[config.mk]
export PLATFORM = sky130hd
export DESIGN_NAME = mux_2to1_stream_arb
export DESIGN_NICKNAME = d
export VERILOG_FILES = /design/src/rtl/mux_2to1_stream_arb.sv
export SDC_FILE = /design/constraint.sdc
export NUM_CORES = 1
export LEC_CHECK = 0
export CORE_ASPECT_RATIO = 0.7
export CORE_MARGIN = 2
export CORE_UTILIZATION = 38
export CTS_CLUSTER_DIAMETER = 50
export DETAILED_ROUTE_END_ITERATION = 6
export PLACE_DENSITY_LB_ADDON = 0.1
export SLEW_MARGIN = 0
export SYNTH_ARGS = -nofsm -noshare
export SYNTH_HDL_FRONTEND = slang
export SYNTH_SLANG_ARGS = --single-unit
export TNS_END_PERCENT = 100
[constraint.sdc]
create_clock -name clk -period 1.7 [get_ports clk]
set_clock_uncertainty 0.1 [all_clocks]
set_input_delay 0.17 -clock clk [delete_from_list [all_inputs] [get_ports clk]]
set_output_delay 0.17 -clock clk [all_outputs]
set_load 0.05 [all_outputs]
[src/rtl/mux_2to1_stream_arb.sv]
// Two-source stream arbiter feeding a registered 2:1 mux.
// Round-robin choice between A and B while idle; once a multi-beat packet
// starts, the arbiter locks to that source until its last beat is accepted.
//
// Handshake: a beat moves on a channel in any cycle where its valid and ready
// are both high at the rising clock edge. Valid never waits on ready; ready
// may depend on valid. The output register accepts a new beat whenever it is
// empty or its current beat is leaving in the same cycle.
module mux_2to1_stream_arb #(
  parameter int DATA_W = 8
) (
  input  logic              clk,
  input  logic              rst_n,
  input  logic [DATA_W-1:0] a_data,
  input  logic              a_last,
  input  logic              a_valid,
  output logic              a_ready,
  input  logic [DATA_W-1:0] b_data,
  input  logic              b_last,
  input  logic              b_valid,
  output logic              b_ready,
  output logic [DATA_W-1:0] y_data,
  output logic              y_last,
  output logic              y_valid,
  input  logic              y_ready,
  output logic              selection,
  output logic [1:0]        o_dbg_state
);

  typedef enum logic [1:0] {
    S_IDLE   = 2'd0,
    S_LOCK_A = 2'd1,
    S_LOCK_B = 2'd2
  } state_t;

  state_t              r_state;
  state_t              w_next_state;
  logic                r_pri;
  logic                w_next_pri;
  logic                w_grant_a;
  logic                w_grant_b;
  logic                w_can_take;
  logic                w_acc_a;
  logic                w_acc_b;
  logic [DATA_W-1:0]   r_y_data;
  logic                r_y_last;
  logic                r_y_valid;
  logic                r_sel;

  assign w_can_take = !r_y_valid || y_ready;

  // Readies are forced low while reset is held so nothing is taken during reset.
  assign a_ready = rst_n && w_can_take && w_grant_a;
  assign b_ready = rst_n && w_can_take && w_grant_b;
  assign w_acc_a = a_valid && a_ready;
  assign w_acc_b = b_valid && b_ready;

  assign y_data      = r_y_data;
  assign y_last      = r_y_last;
  assign y_valid     = r_y_valid;
  assign selection   = r_sel;
  assign o_dbg_state = r_state;

  // State and priority registers.
  always_ff @(posedge clk or negedge rst_n) begin
    if (!rst_n) begin
      r_state <= S_IDLE;
      r_pri   <= 1'b0;
    end else begin
      r_state <= w_next_state;
      r_pri   <= w_next_pri;
    end
  end

  // Next state: only an accepted beat moves the FSM or the priority.
  always_comb begin
    w_next_state = r_state;
    w_next_pri   = r_pri;
    if (w_acc_a) begin
      if (a_last) begin
        w_next_state = S_IDLE;
        w_next_pri   = 1'b1;
      end else begin
        w_next_state = S_LOCK_A;
      end
    end else if (w_acc_b) begin
      if (b_last) begin
        w_next_state = S_IDLE;
        w_next_pri   = 1'b0;
      end else begin
        w_next_state = S_LOCK_B;
      end
    end
  end

  // Grant decode: round-robin in idle, exclusive to the owner while locked.
  always_comb begin
    w_grant_a = 1'b0;
    w_grant_b = 1'b0;
    case (r_state)
      S_IDLE: begin
        w_grant_a = a_valid && (!b_valid || !r_pri);
        w_grant_b = b_valid && (!a_valid ||  r_pri);
      end
      S_LOCK_A: w_grant_a = 1'b1;
      S_LOCK_B: w_grant_b = 1'b1;
      default: begin
        w_grant_a = 1'b0;
        w_grant_b = 1'b0;
      end
    endcase
  end

  // Output register: load on accept, drain when the held beat is taken.
  always_ff @(posedge clk or negedge rst_n) begin
    if (!rst_n) begin
      r_y_data  <= '0;
      r_y_last  <= 1'b0;
      r_y_valid <= 1'b0;
      r_sel     <= 1'b0;
    end else if (w_acc_a) begin
      r_y_data  <= a_data;
      r_y_last  <= a_last;
      r_y_valid <= 1'b1;
      r_sel     <= 1'b0;
    end else if (w_acc_b) begin
      r_y_data  <= b_data;
      r_y_last  <= b_last;
      r_y_valid <= 1'b1;
      r_sel     <= 1'b1;
    end else if (r_y_valid && y_ready) begin
      r_y_valid <= 1'b0;
    end
  end

endmodule
==> summary.txt, run 1 <==
Met3 wire len: 132 um
Flop Count: 14
Switching share of power: 48.6%
Critical Path AT: 1.35 ns
Htree depth: 1
R2R Path Start: o_dbg_state[1]$_DFFE_PN0P_
Power, Total: 2.27 mW
Max cap viols: 0
Crit path DRT: 1.43 ns
Final Hold Violation Tally: 0
Vias in the first global route: 544
Worst r2r path cells: 5
Post-synth EDFFs: 0
AO/OA Area Share: 18.2%
Diodes inserted: 0
Inserted Clock Buffers: 3
Placed standard-cell area: 0.00120 mm2
# resized after CTS: 1
Static Leak: 0.540 nW
Worst hold slack: 0.121 ns
Status: completed
DRC: 0
Clock tree cell share of total cell area: 2.92%
N_taps: 22
CP top delay family: buffers and inverters
Top-area cell share: 48.0%
Area fraction in mux cells: 11.0%
Sw Pwr: 1.10 mW
Core area: 0.00184 mm2
Sequential cell area: 353 um2
Crit start category: input port
CTS Buffer Depth: 2
RSZ-0062 raised after global routing: false
Adder share: 0%
Slew headroom: 69.7%
Largest logic family: AND-OR/OR-AND gates
Peak VDD IR: 1.16 mV
Share of post-route cells with drive strength above 1: 35.0%
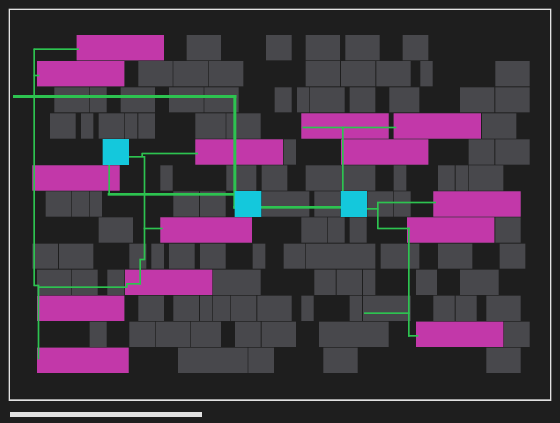
Figure 1: run 1, clock network drawn from the DEF.
The bar under the picture is 20 um long.
[clock wires] green | length: 186 um
[cells driving clock nets] cyan | count: 3
[flip-flops] magenta | count: 14
flops lie: spread over the die
Clk Latency, worst-skew pair: 0.28 ns
clk pwr: 0.234 mW
Clock power frac: 10.3%

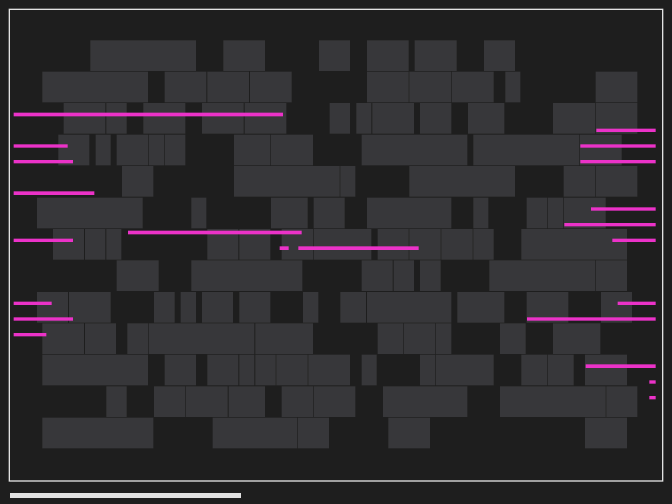
Figure 2: run 1, the metal 3 layer.
The bar under the picture is 20 um long.
share of all routed wire: 7.5%
nets with wire on the layer: 20
wire length on this layer: 133 um
main direction: horizontal
longest straight run: 23.0 um
routed wire length: 1.77 mm
Via Count: 681

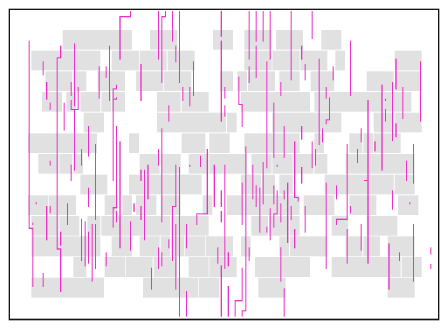
Figure 3: run 1, M2 wires.
longest straight run: 25.2 um
nets with wire on the layer: 121
share of all routed wire: 43%
main direction: vertical

==> run 1 -> run 2 <==
- TNS_END_PERCENT: 100 -> 10
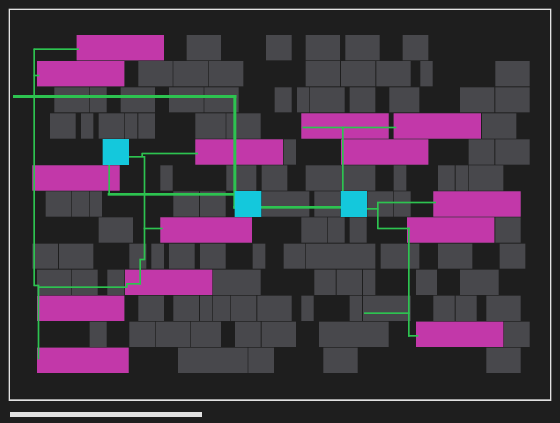
Figure 4: run 2, clock network drawn from the DEF.
The bar under the picture is 20 um long.
[clock wires] green | length: 186 um
[flip-flops] magenta | count: 14
[cells driving clock nets] cyan | count: 3
routed clock nets: 4
flops lie: spread over the die

==> run 2 against run 1 <==
Against the previous run: via count stayed put; hold slack stayed put; utilization stayed put; routed wire length stayed put; total power stayed put; combinational power hardly changed; critical path type unchanged; critical endpoint unchanged; largest power group unchanged.
==> summary.txt, run 2 <==
Htree depth: 1 (unchanged)
DRC: 0 (unchanged)
Static Leak: 0.540 nW (unchanged)
# setup viols final: 0
Clk pwr: 0.234 mW (about the same)
Worst hold slack: 0.121 ns (unchanged)
Switching share of power: 48.6% (unchanged)
Power, Total: 2.27 mW (unchanged)
Peak VDD IR: 1.16 mV (unchanged)
CP top delay family: buffers and inverters
Share of post-route cells with drive strength above 1: 35.0% (unchanged)
Worst r2r path cells: 5 (unchanged)
Syn Area/Cell: 10.4 um2
Area growth syn-to-layout: 70.3%
Status: completed
# resized after CTS: 1 (unchanged)
CTS Buffer Depth: 2 (unchanged)
Sequential cell area: 353 um2 (unchanged)
R2R Path Start: o_dbg_state[1]$_DFFE_PN0P_
Routed wire length: 1.77 mm (unchanged)
Post-synth EDFFs: 0 (unchanged)
AO/OA Area Share: 18.2% (unchanged)
Crit path DRT: 1.43 ns (about the same)
Sw Pwr: 1.10 mW (unchanged)
Adder share: 0% (unchanged)
RSZ-0062 raised after global routing: false
N_taps: 22 (unchanged)
Flop Count: 14 (unchanged)
Design area: 0.00124 mm2
Area fraction in mux cells: 11.0% (unchanged)
Via Count: 681 (unchanged)
Diodes inserted: 0 (unchanged)
Crit start category: input port
Met3 wire len: 132 um (unchanged)
Top-area cell share: 48.0% (unchanged)
Critical Path AT: 1.35 ns (about the same)
Inserted Clock Buffers: 3 (unchanged)
Clock tree cell share of total cell area: 2.92% (unchanged)
Core area: 0.00184 mm2 (unchanged)
Vias in the first global route: 544 (unchanged)
Clk Latency, worst-skew pair: 0.28 ns (about the same)
Seq pwr: 0.621 mW
==> run 2 -> run 3 <==
- CTS_CLUSTER_SIZE: default -> 14
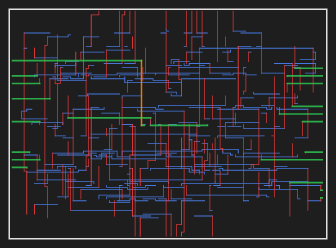
Figure 5: run 3, signal wires by layer.
[met4] orange | wire length: 11.6 um
[met3] green | wire length: 133 um
[met2] red | wire length: 767 um
[met1] blue | wire length: 861 um

==> run 3 against run 2 <==
Against the previous run: combinational power hardly changed; highest routed layer unchanged; utilization unchanged; largest cell class unchanged; via count unchanged; sequential share of layout area is the same; synthesized area is the same; routed wire length did not move; synthesized cell count unchanged.
==> summary.txt, run 3 <==
Crit path DRT: 1.43 ns (about the same)
Clock tree cell share of total cell area: 2.92% (unchanged)
Syn Area/Cell: 10.4 um2 (unchanged)
Worst setup endpoint: a_ready
Vias in the first global route: 544 (unchanged)
Power, Total: 2.27 mW (unchanged)
Static Leak: 0.540 nW (unchanged)
Pwr/cell area: 1830 mW/mm2
Via Count: 681 (unchanged)
Diodes inserted: 0 (unchanged)
CTS Buffer Depth: 2 (unchanged)
Status: completed
Routed wire length: 1.77 mm (unchanged)
Critical Path AT: 1.35 ns (about the same)
Largest logic family: AND-OR/OR-AND gates
Reg2Reg Capture Point: y_data[7]$_DFFE_PN0P_
Design area: 0.00124 mm2 (unchanged)
Switching share of power: 48.6% (unchanged)
Leading power group: combinational logic
# resized after CTS: 1 (unchanged)
Top-area cell share: 48.0% (unchanged)
Reg2reg setup slack: 0.11 ns
Metal2 WL: 766 um
Clk pwr: 0.234 mW (about the same)
Adder share: 0% (unchanged)
Leading post-synthesis cells by instance count: dfrtp_1, a21oi_1, mux2i_1, nor2_1, nand2_1
Post-synth EDFFs: 0 (unchanged)
# setup viols final: 0 (unchanged)
Clk Latency, worst-skew pair: 0.28 ns (about the same)
Post-synth seq share: 48.0%
Met3 wire len: 132 um (unchanged)
Share of post-route cells with drive strength above 1: 35.0% (unchanged)
Crit start category: input port
Simple Share, Synth: 18.2%
Sw Pwr: 1.10 mW (unchanged)
R2R Path Start: o_dbg_state[1]$_DFFE_PN0P_
Area growth syn-to-layout: 70.3% (unchanged)
Synth Instances: 70
Worst r2r path cells: 5 (unchanged)
GR Util met1: 23.3%
Sequential cell area: 353 um2 (unchanged)
N_taps: 22 (unchanged)
Htree depth: 1 (unchanged)
Flop Count: 14 (unchanged)
AO/OA Area Share: 18.2% (unchanged)
DRC: 0 (unchanged)
Combinational share of cell area: 28.9%
Combinational gates: 51
Total Die Area: 0.00229 mm2
Row Count: 13
Inserted Clock Buffers: 3 (unchanged)
Non-filler cells, final: 142
Worst hold slack: 0.121 ns (unchanged)
Peak VDD IR: 1.16 mV (unchanged)
Top cell excl fill/tap: buf_4
Seq pwr: 0.621 mW (about the same)
Post-Synthesis Net Count: 93
Stage-log warning count: 27
Core area: 0.00184 mm2 (unchanged)
CP top delay family: buffers and inverters
RSZ-0062 raised after global routing: false
Area fraction in mux cells: 11.0% (unchanged)
Power figures rest on the tool's default switching activity, not on a simulated workload.
